File: config.mk
export PLATFORM = sky130hd
export DESIGN_NAME = imm_ext_pipe
export DESIGN_NICKNAME = d
export VERILOG_FILES = /design/src/rtl/ext_pkg.sv /design/src/rtl/imm_ext_core.sv /design/src/rtl/imm_ext_pipe.sv
export SDC_FILE = /design/constraint.sdc
export NUM_CORES = 1
export LEC_CHECK = 0
export CORE_MARGIN = 2
export CORE_UTILIZATION = 55
export CTS_BUF_LIST = sky130_fd_sc_hd__clkbuf_2 sky130_fd_sc_hd__clkbuf_4 sky130_fd_sc_hd__clkbuf_8
export DETAILED_ROUTE_END_ITERATION = 12
export PLACE_DENSITY = 0.93
export SLEW_MARGIN = 20
export SYNTH_ARGS = -nofsm -noshare
export SYNTH_HDL_FRONTEND = slang
export SYNTH_SLANG_ARGS = --single-unit
File: constraint.sdc
create_clock -name CLK -period 2.1 [get_ports CLK]
set_clock_uncertainty 0.1 [all_clocks]
set_input_delay 0.525 -clock CLK [delete_from_list [all_inputs] [get_ports CLK]]
set_output_delay 0.525 -clock CLK [all_outputs]
set_load 0.01 [all_outputs]
File: src/rtl/ext_pkg.sv
// Shared encodings and default widths for the immediate extender slice.
package ext_pkg;

    localparam int DEFAULT_IN_W  = 16;
    localparam int DEFAULT_OUT_W = 32;

    typedef enum logic [1:0] {
        EXT_ZERO  = 2'd0,
        EXT_SIGN  = 2'd1,
        EXT_UPPER = 2'd2,
        EXT_SHIFT = 2'd3
    } ext_op_t;

endpackage

File: src/rtl/imm_ext_core.sv
// Combinational immediate extension: zero, sign, upper-load and sign-then-shift.
module imm_ext_core
    import ext_pkg::*;
#(
    parameter int IN_W      = DEFAULT_IN_W,
    parameter int OUT_W     = DEFAULT_OUT_W,
    parameter int SHIFT_AMT = 2
) (
    input  ext_op_t            extOp,
    input  logic [IN_W-1:0]    immediate,
    output logic [OUT_W-1:0]   result
);

    logic [OUT_W-1:0] zeroExt;
    logic [OUT_W-1:0] signExt;
    logic [OUT_W-1:0] upperExt;

    assign zeroExt  = {{(OUT_W-IN_W){1'b0}}, immediate};
    assign signExt  = {{(OUT_W-IN_W){immediate[IN_W-1]}}, immediate};
    assign upperExt = {immediate, {(OUT_W-IN_W){1'b0}}};

    always_comb begin
        result = '0;
        unique case (extOp)
            EXT_ZERO:  result = zeroExt;
            EXT_SIGN:  result = signExt;
            EXT_UPPER: result = upperExt;
            EXT_SHIFT: result = signExt << SHIFT_AMT;
            default:   result = '0;
        endcase
    end

endmodule

File: src/rtl/imm_ext_pipe.sv
// Pipelined immediate extender with a 2-entry skid buffer and flush.
// Define EXT_STATS_EN to add saturating transfer/stall counters.
module imm_ext_pipe
    import ext_pkg::*;
#(
    parameter int IN_W      = DEFAULT_IN_W,
    parameter int OUT_W     = DEFAULT_OUT_W,
    parameter int SHIFT_AMT = 2,
    parameter int CNT_W     = 32
) (
    input  logic               CLK,
    input  logic               Reset,
    input  logic               Flush,
    input  logic               InValid,
    output logic               InReady,
    input  logic [1:0]         ExtOp,
    input  logic [IN_W-1:0]    Immediate,
    output logic               OutValid,
    input  logic               OutReady,
    output logic [OUT_W-1:0]   ImExtend
`ifdef EXT_STATS_EN
    ,
    output logic [CNT_W-1:0]   XferCnt,
    output logic [CNT_W-1:0]   StallCnt
`endif
);

    logic [OUT_W-1:0] extD;
    logic             mainV, skidV;
    logic [OUT_W-1:0] mainD, skidD;
    logic             mainVN, skidVN;
    logic [OUT_W-1:0] mainDN, skidDN;
    logic             inHs, outHs;

    imm_ext_core #(
        .IN_W      (IN_W),
        .OUT_W     (OUT_W),
        .SHIFT_AMT (SHIFT_AMT)
    ) uCore (
        .extOp     (ext_op_t'(ExtOp)),
        .immediate (Immediate),
        .result    (extD)
    );

    assign inHs     = InValid && InReady;
    assign outHs    = mainV && OutReady;
    assign OutValid = mainV;
    assign ImExtend = mainD;

    // skidV is only ever set while mainV is set, so main empties last.
    always_comb begin
        mainVN = mainV;
        mainDN = mainD;
        skidVN = skidV;
        skidDN = skidD;
        if (outHs) begin
            if (skidV) begin
                mainDN = skidD;
                skidVN = 1'b0;
            end else if (inHs) begin
                mainDN = extD;
            end else begin
                mainVN = 1'b0;
            end
        end else if (!mainV) begin
            if (inHs) begin
                mainVN = 1'b1;
                mainDN = extD;
            end
        end else if (inHs) begin
            skidVN = 1'b1;
            skidDN = extD;
        end
    end

    always_ff @(posedge CLK or negedge Reset) begin
        if (!Reset) begin
            mainV   <= 1'b0;
            skidV   <= 1'b0;
            mainD   <= '0;
            skidD   <= '0;
            InReady <= 1'b0;
        end else if (Flush) begin
            mainV   <= 1'b0;
            skidV   <= 1'b0;
            InReady <= 1'b1;
        end else begin
            mainV   <= mainVN;
            skidV   <= skidVN;
            mainD   <= mainDN;
            skidD   <= skidDN;
            InReady <= !skidVN;
        end
    end

`ifdef EXT_STATS_EN
    always_ff @(posedge CLK or negedge Reset) begin
        if (!Reset) begin
            XferCnt  <= '0;
            StallCnt <= '0;
        end else begin
            if (outHs && (XferCnt != '1))
                XferCnt <= XferCnt + 1'b1;
            if (mainV && !OutReady && (StallCnt != '1))
                StallCnt <= StallCnt + 1'b1;
        end
    end
`endif

endmodule

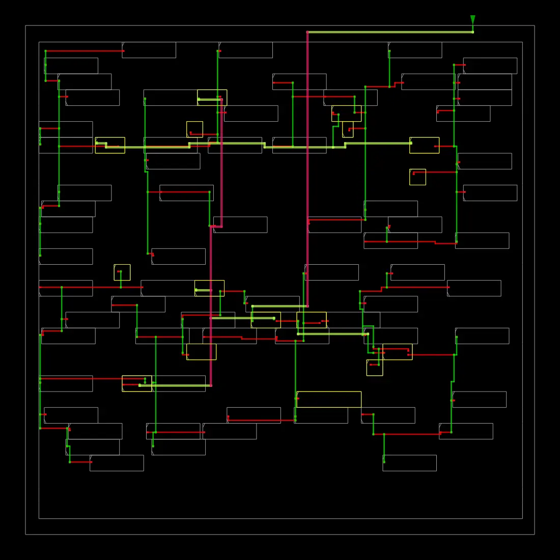
*Clock routing, run 1*
clk sink count: 67
Num CTS Buffers: 9
clock buffers: 14
clock network power: 1.11 mW

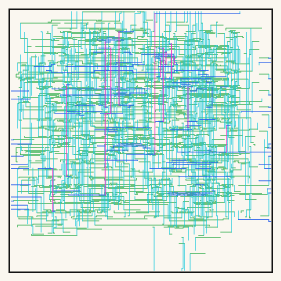
*Wiring by layer, run 1*
(3 px per um)
color	layer	wire length
magenta	metal 4	260 um
blue	metal 3	730 um
green	metal 1	4490 um
cyan	metal 2	5300 um

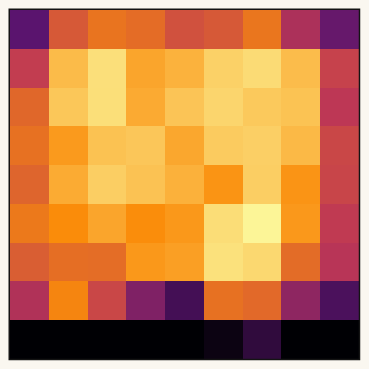
*Cell area per tile, run 1*
(4 px per um) The die is cut into 9 by 9 equal tiles; black is low, pale yellow is high, 0 to 100% covered.
mean over tiles	63%
fullest tile	98%
tiles over 75% full	48%
nearly empty tiles	8.6%
Core ar.: 6760 um2
fp util: 0.563
Layout Utilization: 0.726

-- run 1: kinds of logic (layout without fill, tap and decap cells) --
logic type,after synthesis,after routing,share of synthesized area
AND-OR/OR-AND,71,71,0.175
multiplexers,33,33,0.0928
flip-flops,67,67,0.441
AND/OR/NAND/NOR,117,117,0.211
buffers and inverters,62,142,0.0799
-- run 1: state kept, by name, indices dropped and copies added (netlist names) --
register	cells
ImExtend	32
OutValid	1
skidV	1
InReady	1
skidD	32
-- run 1: final cells by class --
cell class              count  area (um2)  share of cell area
inverters                  22        82.6              0.0168
clock inverters             2        35.0             0.00714
repair buffers            104        1020               0.207
clock buffers              14         168              0.0342
flip-flops and latches     67        1680               0.342
multi-input cells         221        1830               0.372
well taps                  80         100              0.0204
==> results_slide.txt, run 1 <==
Flow Results at a Glance

Worst setup path
  – Critical path's top delay family: buffers and inverters
  – FF-to-FF End: ImExtend[20]
  – Max incr delay on CP: 0.56 ns
  – CP Depth: 6
  – Worst-path cell chain: clkdlybuf4s50_1 -> and3_1 -> buf_12 -> o41ai_1 -> buf_4 -> a2bb2oi_1
  – CP required: 2.22 ns
  – Crit-path slowest cell: o41ai_1
  – R2R Path Start: OutValid
  – CP Capture Point: ImExtend[20]
  – CP endpoint kind: flip-flop
  – Crit path DAT: 2.19 ns
  – Crit path buf inv count: 3

Power and ir drop
  – Pwr/cell area: 800 nW/um2
  – Flop pwr share: 0.442
  – Peak supply drop: 0.579 mV
  – Top Consumer: registers
  – Switching power: 1.09 mW
  – Pwr Total: 3.92 mW
  – P_int: 2.83 mW
  – Switching part of the total: 0.279
  – Power share of the combinational group: 0.274
  – Total sequential power: 1.74 mW

Floorplanning
  – Die W: 87.2 um
  – Num ports: 57
  – Die ar.: 7600 um2
  – Die Height: 87.2 um
  – # rows: 30

Yosys
  – Yosys reg bits: 67
  – Average size of a mapped cell: 10.9 um2
  – Yosys stat cell total: 350
  – Synth async-reset ratio: 1.00
  – Synth Warn #: 0
  – Yosys synthesis chip area: 3800 um2
  – Top cell area share: 0.441
  – Commonest cells post-synth: dfrtp_1, a2bb2oi_1, nand4b_1
  – Synth area leader: dfrtp_1
  – Post-Synthesis Cells: 350
  – Seq share, synth: 0.441
  – Top cells, area: dfrtp_1, a2bb2oi_1, nand4b_1
  – Mapped Area: 3800 um2
  – Syn nets: 373
  – Count leader, synth: dfrtp_1

Global route
  – GRT Max-Usage Layer: met2
  – Largest net degree at the start of global routing: 68
  – Grt met3 use: 0.0768
  – Met2 Track Usage GR: 0.489
  – Initial antenna violation count: 0
  – Vias in the first global route: 3305
  – Gr usage total: 0.294

Status
  – Status: completed

STA
  – RSZ-0062 raised after global routing: no
  – Max Slew Vio Count: 0
  – # setup viols final: 0
  – Part of the cycle the worst path needs: 0.981
  – Max Freq: 485 MHz
  – Final Hold Fails: 0
  – Final worst slack: 0.0392 ns
  – Setup TNS: 0 ns

Place
  – Dpl hpwl: 7.17 mm
  – Cells after DPL: 494
  – Port Buffers: 56
  – Place WS: -0.282 ns
  – Gpl congestion: 0.872

Route
  – Drt drc: 0
  – Post-route ant nets: 0
  – Final wirelength: 10.8 mm
  – First DRT Iteration DRCs: 224
  – Via count: 3285
  – Vias per cell: 6.44
  – Top routing layer in use: met4
  – Met2 WL: 5.30 mm

Clocking
  – Hold-fix buffers, CTS: 0
  – Root Buffer: clkbuf_8
  – TritonCTS clock tree: yes
  – Max H-tree Level: 3
  – Post-cts gate resize count: 0
  – Clk ins delay skew pair: 0.35 ns
  – Longest Clk Path Bufs: 2

Cells and area
  – Share of cells above drive strength 1: 0.240
  – Most frequent logic cell in the layout: dfrtp_1
  – Synth-to-Final Area Change: 28.9%
  – Final Non-Filler Cells: 510
  – Top Layout Cells: dfrtp_1, clkdlybuf4s50_1, buf_4, nand4b_1, a2bb2oi_1
  – Antenna fix cells: 0

Run
  – OpenROAD warning count: 26
==> run 2, diff against run 1 <==
Settings changed: CTS_CLUSTER_DIAMETER from default to 200.
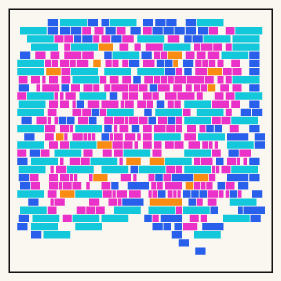
*Cells colored by class, run 2*
(3 px per um)
color	class	cells	share of their area
orange	clock drivers and dummy loads	16	4.2%
cyan	sequential cells	67	35%
blue	remaining buffers and delay cells	104	21%
magenta	combinational and other logic	243	40%
# rows: 30
Finished Cell Area: 4900 um2

==> run 2 against run 1 <==
Highest routed layer unchanged. Worst hold slack stayed put. Largest power group unchanged. Die size stayed put. Synthesized cell count stayed put. Area after synthesis stayed put. Cell area stayed put. Total power stayed put.
==> results_slide.txt, run 2 <==
Flow Results at a Glance

Cells and area
  – Share of cells above drive strength 1: 0.240
  – NonClk Buf Share: 0.207
  – Antenna fix cells: 0
  – Flip-flops: 67
  – Final Non-Filler Cells: 510
  – Count of non-CTS buffers in the layout: 104
  – Clock buffers: 14
  – Reg area: 1680 um2
  – Comb area share: 0.372
  – Largest cell class: logic gates
  – Invs w/o clock: 22
  – Most frequent logic cell in the layout: dfrtp_1
  – Flop share of the area: 0.342
  – Top Layout Cells: dfrtp_1, clkdlybuf4s50_1, buf_4, nand4b_1, a2bb2oi_1
  – Synth-to-Final Area Change: 28.9%

Global route
  – Initial antenna violation count: 0
  – Grt met3 use: 0.0768
  – Gr usage total: 0.294
  – Met2 Track Usage GR: 0.489
  – Largest net degree at the start of global routing: 68
  – GRT Max-Usage Layer: met2

Yosys
  – Seq share, synth: 0.441
  – Post-Synth AOI/OAI Area: 0.175
  – Syn nets: 373
  – Top cells, area: dfrtp_1, a2bb2oi_1, nand4b_1
  – Yosys stat cell total: 350
  – Count leader, synth: dfrtp_1
  – Synth Area in Simple Gates: 0.211
  – Commonest cells post-synth: dfrtp_1, a2bb2oi_1, nand4b_1
  – Top cell area share: 0.441
  – FA/HA/MAJ Cells, Area Fraction: 0
  – Synth async-reset ratio: 1.00
  – Dominant comb cell: simple AND/OR/NAND/NOR gates
  – Multiplexer area fraction after synthesis: 0.0928
  – Yosys synthesis chip area: 3800 um2
  – Post-Synthesis Cells: 350
  – XOR/XNOR Area Share: 0
  – Synth Warn #: 0
  – Yosys reg bits: 67
  – Synth area leader: dfrtp_1

Route
  – Vias per cell: 6.44
  – First DRT Iteration DRCs: 224
  – Final wirelength: 10.8 mm
  – Drt drc: 0
  – Top routing layer in use: met4

STA
  – Part of the cycle the worst path needs: 0.981
  – Max Slew Vio Count: 0
  – RSZ-0062 raised after global routing: no
  – Final Hold Fails: 0
  – # setup viols final: 0
  – Max Freq: 485 MHz

Run
  – OpenROAD warning count: 26

Clocking
  – TritonCTS clock tree: yes
  – Clk ins delay skew pair: 0.35 ns
  – Root Buffer: clkbuf_8
  – Hold-fix buffers, CTS: 0

Floorplanning
  – Fp util: 0.563
  – Die W: 87.2 um

Place
  – Gpl congestion: 0.872
  – Dpl hpwl: 7.17 mm
  – Cells after DPL: 494

Worst setup path
  – Crit path buf inv count: 3
  – Crit-path slowest cell: o41ai_1
  – CP endpoint kind: flip-flop
  – CP Depth: 6
  – Critical path's top delay family: buffers and inverters
  – Crit path DAT: 2.19 ns
  – CP Capture Point: ImExtend[20]
  – FF-to-FF End: ImExtend[20]

Power and ir drop
  – Peak supply drop: 0.579 mV

Status
  – Status: completed
==> run 2: cell counts in the layout (fill, tap and decap cells not counted) <==
No cell type changed its count.
==> run 2: metrics by stage <==
stage	hold slack, ns	setup WS [ns]	TNS [ns]	util
after CTS	0.0955	0.0609	0	0.726
after global placement	0.376	-0.207	-6.08	0.696
after detailed placement	0.383	-0.282	-8.71	0.696
after global routing	0.115	0.0330	0	0.726
final	0.0856	0.0392	0	0.726
after floorplan	0.129	0.261	0	-
==> run 2: where the power goes <==
group,switching (mW),internal (mW)
combinational,0.457,0.620
clock,0.478,0.633
sequential,0.159,1.58
total,1.09,2.83
==> run 2: cells by family after synthesis <==
kind of cell	after synthesis
muxes	33
AOI/OAI and AO/OA	71
and+or+nand+nor	117
DFF	67
buffers and inverters	62
==> run 3, diff against run 2 <==
Settings changed: PLACE_DENSITY 0.93 to 0.94, SYNTH_HIERARCHICAL from default to 1.
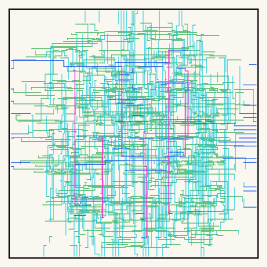
*Wiring by layer, run 3*
(3 px per um)
color	layer	wire length
cyan	metal 2	4100 um
magenta	metal 4	254 um
green	metal 1	3480 um
blue	metal 3	474 um

==> run 3 against run 2 <==
Largest cell class is now flip-flops and latches. Setup slack better by 0.060 ns. Highest routed layer unchanged. Largest power group unchanged. Flip-flop count did not move. Critical path depth shrank 5. Cell area decreased by 12%. Combinational power down 25%. Final cell count decreased by 20%.
==> results_slide.txt, run 3 <==
Flow Results at a Glance

Status
  – Status: completed

Route
  – Post-route ant nets: 0
  – Via count: 2552
  – First DRT Iteration DRCs: 232
  – Drt drc: 0
  – Met2 WL: 4.10 mm

Cells and area
  – Top Layout Cells: dfrtp_1, clkdlybuf4s50_1
  – Antenna fix cells: 0
  – Finished Cell Area: 4290 um2
  – Synth-to-Final Area Change: 26.9%

Power and ir drop
  – Clock network power: 1.20 mW
  – Total sequential power: 1.70 mW
  – Comb power: 0.812 mW

Global route
  – Gr usage total: 0.268
  – Vias in the first global route: 2584
  – Initial antenna violation count: 0

Worst setup path
  – Crit-path slowest cell: clkdlybuf4s50_1
  – CP required: 1.47 ns
  – R2R Path Start: OutValid
  – Crit path DAT: 1.38 ns
  – Max incr delay on CP: 0.58 ns
  – Worst-path cell chain: clkdlybuf4s50_1
  – Crit path buf inv count: 1
  – Critical path's top delay family: buffers and inverters

Yosys
  – Synth async-reset ratio: 1.00
  – FA/HA/MAJ Cells, Area Fraction: 0
  – Dominant comb cell: multiplexers
  – Top cells, area: dfrtp_1, mux2_2, mux2i_1
  – Synth Warn #: 6
  – Post-Synthesis Cells: 268
  – Seq share, synth: 0.496

Place
  – Dpl hpwl: 5.22 mm
  – Gpl congestion: 0.832

Floorplanning
  – Die ar.: 6790 um2
  – Num ports: 57
  – # rows: 28

Clocking
  – Hold-fix buffers, CTS: 0

STA
  – Max Slew Vio Count: 0
  – Max Freq: 500 MHz
  – Final worst slack: 0.0992 ns
  – RSZ-0062 raised after global routing: no
  – Hold slack final: 0.0703 ns
  – Setup TNS: 0 ns
-- run 3: netlist changes by cell type in the layout (fill, tap and decap cells not counted), sizes merged, moves of 16 or more --
cell,before,now
buf,49,20
and3,16,32
nand4b,28,0
nor2,18,0
inv,22,3
a2bb2oi,28,0
o41ai,30,0
mux2i,15,32
o2bb2ai,2,32
-- run 3: layout make-up --
class	count	area, um2	share of cell area
Clock buffer	12	159	0.0370
Clock inverter	2	60.1	0.0140
Inverter	3	11.3	0.00262
Multi-Input combinational cell	175	1540	0.360
Sequential cell	67	1680	0.391
Tap cell	75	93.8	0.0219
Timing Repair Buffer	75	748	0.174
-- run 3: stage by stage --
stage,utilization,instances
6_report,0.725,409
5_1_grt,0.725,409
2_1_floorplan,-,268
4_1_cts,0.725,409
3_5_place_dp,0.688,395
3_3_place_gp,0.688,395
Power is estimated from default activity; no workload was simulated.
